**Met1 routing**

Supply wires on this layer in grey.
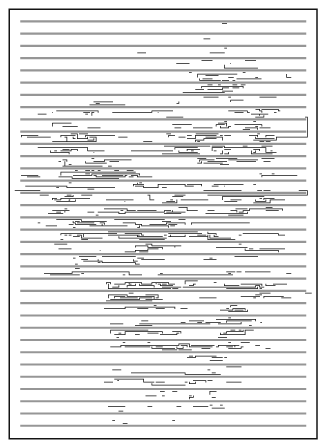
**The metal 2 layer**

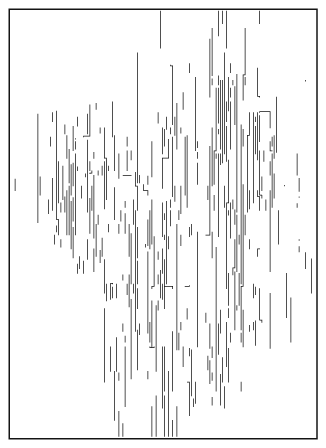
**Signal wires on met3**

Bar = 20 um. Cells faint in the background.
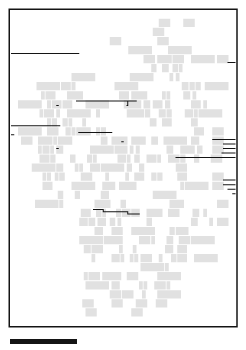
**Logic cells by family**

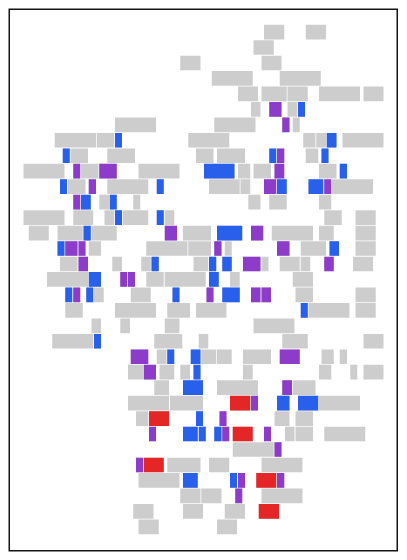
**Clock routing**

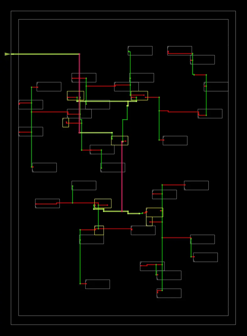
`src/rtl/rps_round_ctrl.sv`:
```
// Rock-paper-scissors round controller: locks both players' gestures, judges the
// round, keeps score, holds the result for display and waits for release.
module rps_round_ctrl #(
  parameter int SCORE_W     = 4,
  parameter int WIN_SCORE   = 3,
  parameter int SHOW_CYCLES = 50,
  parameter int SHOW_W      = 8
) (
  input  logic               clk,
  input  logic               reset,
  input  logic               start,
  input  logic               p1_hit,
  input  logic               p2_hit,
  input  logic [1:0]         p1_move,
  input  logic [1:0]         p2_move,
  output logic               p1_locked,
  output logic               p2_locked,
  output logic [1:0]         result,
  output logic               result_valid,
  output logic [SCORE_W-1:0] p1_score,
  output logic [SCORE_W-1:0] p2_score,
  output logic               match_over,
  output logic [2:0]         state_o
);

  typedef enum logic [2:0] {
    S_IDLE     = 3'd0,
    S_COLLECT  = 3'd1,
    S_JUDGE    = 3'd2,
    S_SHOW     = 3'd3,
    S_WAIT_REL = 3'd4
  } state_t;

  localparam logic [1:0] MV_NONE  = 2'b00;
  localparam logic [1:0] MV_ROCK  = 2'b01;
  localparam logic [1:0] MV_PAPER = 2'b10;
  localparam logic [1:0] MV_SCIS  = 2'b11;

  localparam logic [1:0] RES_NONE = 2'b00;
  localparam logic [1:0] RES_P1   = 2'b01;
  localparam logic [1:0] RES_P2   = 2'b10;
  localparam logic [1:0] RES_TIE  = 2'b11;

  localparam logic [SCORE_W-1:0] SCORE_MAX = {SCORE_W{1'b1}};
  localparam logic [SCORE_W-1:0] SCORE_WIN = SCORE_W'(WIN_SCORE);
  localparam logic [SHOW_W-1:0]  SHOW_LAST = SHOW_W'(SHOW_CYCLES - 1);

  state_t             state_r;
  logic               p1_locked_r, p2_locked_r;
  logic [1:0]         p1_move_r, p2_move_r;
  logic [1:0]         result_r;
  logic               result_valid_r;
  logic [SCORE_W-1:0] p1_score_r, p2_score_r;
  logic               match_over_r;
  logic [SHOW_W-1:0]  show_cnt_r;

  logic [1:0]         round_res_s;
  logic [SCORE_W-1:0] p1_score_nxt_s, p2_score_nxt_s;
  logic               match_over_nxt_s;

  // Outcome of a round between two non-empty gestures, seen from player 1.
  function automatic logic [1:0] judge(input logic [1:0] a, input logic [1:0] b);
    logic [1:0] res;
    if (a == b) begin
      res = RES_TIE;
    end else if ((a == MV_ROCK  && b == MV_SCIS)  ||
                 (a == MV_SCIS  && b == MV_PAPER) ||
                 (a == MV_PAPER && b == MV_ROCK)) begin
      res = RES_P1;
    end else begin
      res = RES_P2;
    end
    return res;
  endfunction

  // Round outcome and saturating score update applied on the edge leaving JUDGE.
  always_comb begin
    round_res_s    = judge(p1_move_r, p2_move_r);
    p1_score_nxt_s = p1_score_r;
    p2_score_nxt_s = p2_score_r;
    if (round_res_s == RES_P1 && p1_score_r != SCORE_MAX) begin
      p1_score_nxt_s = p1_score_r + SCORE_W'(1'b1);
    end else if (round_res_s == RES_P2 && p2_score_r != SCORE_MAX) begin
      p2_score_nxt_s = p2_score_r + SCORE_W'(1'b1);
    end else begin
      p1_score_nxt_s = p1_score_r;
    end
    match_over_nxt_s = match_over_r
                     | ((round_res_s == RES_P1) && (p1_score_nxt_s == SCORE_WIN))
                     | ((round_res_s == RES_P2) && (p2_score_nxt_s == SCORE_WIN));
  end

  // Round FSM with all observable state held in registers.
  always_ff @(posedge clk) begin
    if (!reset) begin
      state_r        <= S_IDLE;
      p1_locked_r    <= 1'b0;
      p2_locked_r    <= 1'b0;
      p1_move_r      <= MV_NONE;
      p2_move_r      <= MV_NONE;
      result_r       <= RES_NONE;
      result_valid_r <= 1'b0;
      p1_score_r     <= '0;
      p2_score_r     <= '0;
      match_over_r   <= 1'b0;
      show_cnt_r     <= '0;
    end else begin
      result_valid_r <= 1'b0;
      case (state_r)
        S_IDLE: begin
          if (start) begin
            state_r     <= S_COLLECT;
            p1_locked_r <= 1'b0;
            p2_locked_r <= 1'b0;
            p1_move_r   <= MV_NONE;
            p2_move_r   <= MV_NONE;
            result_r    <= RES_NONE;
            if (match_over_r) begin
              p1_score_r   <= '0;
              p2_score_r   <= '0;
              match_over_r <= 1'b0;
            end
          end
        end
        S_COLLECT: begin
          if (p1_locked_r && p2_locked_r) begin
            state_r <= S_JUDGE;
          end else begin
            if (!p1_locked_r && p1_hit && p1_move != MV_NONE) begin
              p1_locked_r <= 1'b1;
              p1_move_r   <= p1_move;
            end
            if (!p2_locked_r && p2_hit && p2_move != MV_NONE) begin
              p2_locked_r <= 1'b1;
              p2_move_r   <= p2_move;
            end
          end
        end
        S_JUDGE: begin
          state_r        <= S_SHOW;
          result_r       <= round_res_s;
          result_valid_r <= 1'b1;
          p1_score_r     <= p1_score_nxt_s;
          p2_score_r     <= p2_score_nxt_s;
          match_over_r   <= match_over_nxt_s;
          show_cnt_r     <= '0;
        end
        S_SHOW: begin
          if (show_cnt_r == SHOW_LAST) begin
            state_r    <= S_WAIT_REL;
            show_cnt_r <= '0;
          end else begin
            show_cnt_r <= show_cnt_r + SHOW_W'(1'b1);
          end
        end
        S_WAIT_REL: begin
          // Both gestures must drop together so a held hand cannot relock.
          if (!p1_hit && !p2_hit) begin
            if (match_over_r) begin
              state_r <= S_IDLE;
            end else begin
              state_r     <= S_COLLECT;
              p1_locked_r <= 1'b0;
              p2_locked_r <= 1'b0;
              p1_move_r   <= MV_NONE;
              p2_move_r   <= MV_NONE;
              result_r    <= RES_NONE;
            end
          end
        end
        default: begin
          state_r <= S_IDLE;
        end
      endcase
    end
  end

  assign p1_locked    = p1_locked_r;
  assign p2_locked    = p2_locked_r;
  assign result       = result_r;
  assign result_valid = result_valid_r;
  assign p1_score     = p1_score_r;
  assign p2_score     = p2_score_r;
  assign match_over   = match_over_r;
  assign state_o      = state_r;

endmodule
```
`config.mk`:
```
export PLATFORM = sky130hd
export DESIGN_NAME = rps_round_ctrl
export DESIGN_NICKNAME = d
export VERILOG_FILES = /design/src/rtl/rps_round_ctrl.sv
export SDC_FILE = /design/constraint.sdc
export NUM_CORES = 1
export LEC_CHECK = 0
export CAP_MARGIN = 5
export CORE_AREA = 2 2 66 93
export CTS_CLUSTER_DIAMETER = 150
export DETAILED_ROUTE_END_ITERATION = 16
export DIE_AREA = 0 0 68 95
export GPL_ROUTABILITY_DRIVEN = 0
export GPL_TIMING_DRIVEN = 0
export PLACE_DENSITY = 0.51
export SETUP_SLACK_MARGIN = 0.4
export SYNTH_ARGS = -nofsm -noshare
export SYNTH_HDL_FRONTEND = slang
export SYNTH_SLANG_ARGS = --single-unit
export TNS_END_PERCENT = 5
```
`constraint.sdc`:
```
create_clock -name clk -period 3 [get_ports clk]
set_clock_uncertainty 0.1 [all_clocks]
set_input_delay 0.3 -clock clk [delete_from_list [all_inputs] [get_ports clk]]
set_output_delay 0.3 -clock clk [all_outputs]
set_load 0.1 [all_outputs]
```
==> commit_impl_results.txt <==
Log flow metrics for this revision

- Via/cell ratio: 4.99
* Maximum VDD drop: 0.258 mV
- around 150 cells are multi-input combinational gates.
- Synthesis warning total: 0
- Total setup buffers inserted after CTS: 0
- FF+latch area: 581 um^2
- Number of nets in the finished design: ~230
- The number of hold buffers added after CTS was 0.
- Area taken by multi-input logic gates: 997 um^2
- The design has 29 sequential cells.
- Ranked by total area, the top cell class in this layout is combinational gates.
- Die width: around 70 um
- Per the OpenROAD floorplan log, the area of the core is approximately 0.0057 mm^2.
* Share of synthesized area occupied by flip-flops and latches: 35.7%
- Layout buffer count excluding clock buffers: 29
- In this run the deepest clock path goes through 2 buffers.
- The type recorded for the worst min-delay path is flip-flop to flip-flop.
* Pin count of the biggest net entering global routing: 11
- In this run the mean area of a mapped cell was 8.59 um^2.
* Total of buffers placed on input and output ports: 25
- The number of antenna violations at the first check in global routing is 0.
- Between the synthesized netlist and the finished layout, the area growth was recorded as 26.1%.
- Initial Utilization: between 20 and 30%
* Buffers and inverters on the worst path: 1
- Broken down by cell family, the worst path's largest delay share belongs to buffers and inverters.
- The synthesized netlist handed to floorplanning was reported with a cell count of about 190.
- Main area contributors: sky130_fd_sc_hd__dfxtp_1, sky130_fd_sc_hd__nor2_1, sky130_fd_sc_hd__nand2_1
* Number of clock buffers in the layout: 5
- Worst EP arrival: roughly 2000 ps
* Period utilization: about four fifths
- Run status: finished, final reports clean
* Clock tree from TritonCTS: yes
* Design Power: about 830 uW
- Per the synthesis report, the dominant area consumer among library cells is sky130_fd_sc_hd__dfxtp_1.
- Final setup violation count: 0
- Looking at the cell usage after synthesis, the top flip-flop cell is sky130_fd_sc_hd__dfxtp_1.
* CP endpoint kind: output port
- Summed over all cells, the static leakage comes to 0.000751 uW.
- Number of global-route vias before repair: approximately 1,400
- Worst endpoint required time: about 2600 ps
- Per the detail_route report, the via count comes to roughly 1,500.
- Number of diodes: 0
* First-pass GRT wire length: around 6.3 mm
- Measured on the final layout, the clock distribution area share stands at 4.22%.
- Unrepaired setup endpoints after global routing: false
- DIE HEIGHT: around 95 um
- The slew check shows that the tightest pin keeps a relative margin of a little over a third.
* Non-clock buffers, area share: a little over an eighth
* Type of element launching the critical path: flip-flop
* Wire per inst: between 10 and 15 um
* Max-capacitance violation count: 0
- Total Routing Usage GR: about an eighth
* Post-synth regs: 29
* Count of fill cells added during filler insertion: just over 600
- After legalization and detailed placement, the total HPWL measured approximately 2.9 mm.
* Fraction of registers with async set/reset: 0%
- Post-CTS repair changed the size of 0 cells.
- Count of tool warnings: 27
- In the final layout, the share of cells above drive strength 1 is 14.0%.
* Number of flops mapped to enable cells by yosys: 0
- Count of pins over their slew limit: 0
- Max frequency: between 400 and 500 MHz
- Area of the synthesized netlist per yosys stat: ~0.0016 mm^2
* Number of nets in the synthesized netlist: between 200 and 250
- On the worst setup and hold paths after CTS, the clock-pin slew comes to 70 ps.
- Count of final hold-check violations: 0
* Proportion of netlist area held by the largest area contributor: 35.7%
- Actual transition at the worst max-transition pin: 975 ps
- In this run the power density over the cells is between 400 and 500 mW/mm^2.
- The first detailed-routing pass took 4 iterations.
* Cell area after technology mapping: 0.00162 mm^2
- On the worst path, the slowest cell contributes a delay of ~1200 ps.
- The synthesized netlist contains about 57 unique library cells.
- For this block, the initial DRC count from the detailed router was approximately 66.
- Final global-route overflow total: 0
- Series of cell instances along the critical path: clkdlybuf4s50_1
* Maximum fanout encountered on the critical timing path: 8
* DRC Markers: 0
* # rows: 33
* Cell total in the yosys stat output: roughly 190
- In the final layout, excluding clock inverters the inverter count is 5.
* Master cell of the clock root buffer: sky130_fd_sc_hd__clkbuf_8
- In the final layout, flip-flops and latches take up approximately 28% of the cell area.
* Fraction of area in multi-input gates: 48.7%
* Startpoint-to-endpoint class of the critical path: flip-flop to output port
* Crit path time final: ~2400 ps
- Across all register-to-register paths, the minimum setup slack is roughly 1300 ps.
- For this design, the slowest cell found on the critical path is sky130_fd_sc_hd__clkdlybuf4s50_1.
- The floorplan report lists the tap cell count as around 70.
* Total die size: ~0.0065 mm^2
- H-tree levels: 2
- Top-level port count: 26
- Setup total negative slack: 0 ps
* Number of nets with antenna violations after routing: 0
## Picture notes: 'met1 routing'
main direction: horizontal
wire length on this layer: 1,640 um
longest straight run: 22.1 um

## Picture notes: 'the metal 2 layer'
main direction: vertical
share of all routed wire: 52%
wire length on this layer: 1,960 um
GR Util met2: 22.2%
overall routed net length: 3.78 mm

## Picture notes: 'signal wires on met3'
main direction: horizontal
share of all routed wire: 3.4%

## Picture notes: 'logic cells by family'
[purple] nand cells | cells: 39
[red] mux cells | cells: 6
[blue] nor cells | cells: 43

## Picture notes: 'clock routing'
number of CTS-inserted buffers: 5
source-to-sink clock delay at the later pin of the worst-skew pair: 280 ps
clk sink count: 29

-- Yosys cell counts (3+ instances only) --
| master | n |
|---|---|
| sky130_fd_sc_hd__dfxtp_1 | 29 |
| sky130_fd_sc_hd__nor3_1 | 7 |
| sky130_fd_sc_hd__nand4_1 | 4 |
| sky130_fd_sc_hd__nand2_1 | 22 |
| sky130_fd_sc_hd__nand3_1 | 6 |
| sky130_fd_sc_hd__o21ai_0 | 3 |
| sky130_fd_sc_hd__mux2i_1 | 6 |
| sky130_fd_sc_hd__nor2_1 | 26 |
| sky130_fd_sc_hd__ha_1 | 4 |
| sky130_fd_sc_hd__a21oi_1 | 10 |
| sky130_fd_sc_hd__xor2_1 | 6 |
| sky130_fd_sc_hd__o21ai_1 | 3 |
| sky130_fd_sc_hd__inv_1 | 3 |
| sky130_fd_sc_hd__nor3b_1 | 3 |
-- placed cells by master, fill, tap and decap left out, types with 5 or more instances in the layout --
| cell type | count |
|---|---|
| sky130_fd_sc_hd__xor2_1 | 6 |
| sky130_fd_sc_hd__dfxtp_1 | 29 |
| sky130_fd_sc_hd__a21oi_1 | 10 |
| sky130_fd_sc_hd__clkdlybuf4s50_1 | 25 |
| sky130_fd_sc_hd__nand3_1 | 6 |
| sky130_fd_sc_hd__nor3_1 | 7 |
| sky130_fd_sc_hd__clkbuf_8 | 5 |
| sky130_fd_sc_hd__nor2_1 | 26 |
| sky130_fd_sc_hd__mux2i_1 | 6 |
| sky130_fd_sc_hd__nand2_1 | 22 |
-- kinds of logic (layout without fill, tap and decap cells) --
family | count (synthesis) | after routing | share of synthesized area (%)
AND-OR/OR-AND | 40 | 40 | 19.2
XOR/XNOR | 8 | 8 | 4.31
adder cells (fa/ha/maj) | 4 | 4 | 3.08
buffers and inverters | 9 | 42 | 2.85
flip-flops | 29 | 29 | 35.7
multiplexers | 6 | 6 | 3.70
AND/OR/NAND/NOR | 93 | 93 | 31.1
-- sequential cells by signal (all words and copies together) (netlist names) --
name,cells
match_over,1
p1_locked,1
p1_move_r,2
p1_score,4
p2_locked,1
p2_move_r,2
p2_score,4
result,2
result_valid,1
show_cnt_r,8
state_o,3
-- per-layer routing --
metal / track usage (%) / wire (um)
met5: 0 / 0
met4: 4.00 / 57
met3: 3.58 / 127
met2: 22.2 / 1960
met1: 14.5 / 1640
-- through the flow --
stage                     worst slack [ps]  instance area (um^2)  util, %  hold WS, ps  instances
after floorplan                        732                  1620        -          339        189
after global placement                 890                  1960     34.4          362        284
after detailed placement               894                  1960     34.4          379        284
after CTS                              580                  2050     35.9          390        292
after global routing                   517                  2050     35.9          417        292
final                                  602                  2050     35.9          380        292
-- worst paths after layout --
kind / start / end / depth (start not counted)
worst max-delay path: state_o[0] / state_o[0] / 1
worst min-delay path: result[0] / result[0] / 2
worst min register to register: result[0] / result[0] / 2
worst max register to register: state_o[2] / p2_score[0] / 5
-- where the power goes --
part           leakage (uW)  internal [uW]  total [uW]  switching, uW
clock             0.0000439            160         319            160
combinational      0.000473           42.5         111           69.0
sequential         0.000234            391         401           10.2
Power figures rest on the tool's default switching activity, not on a simulated workload.
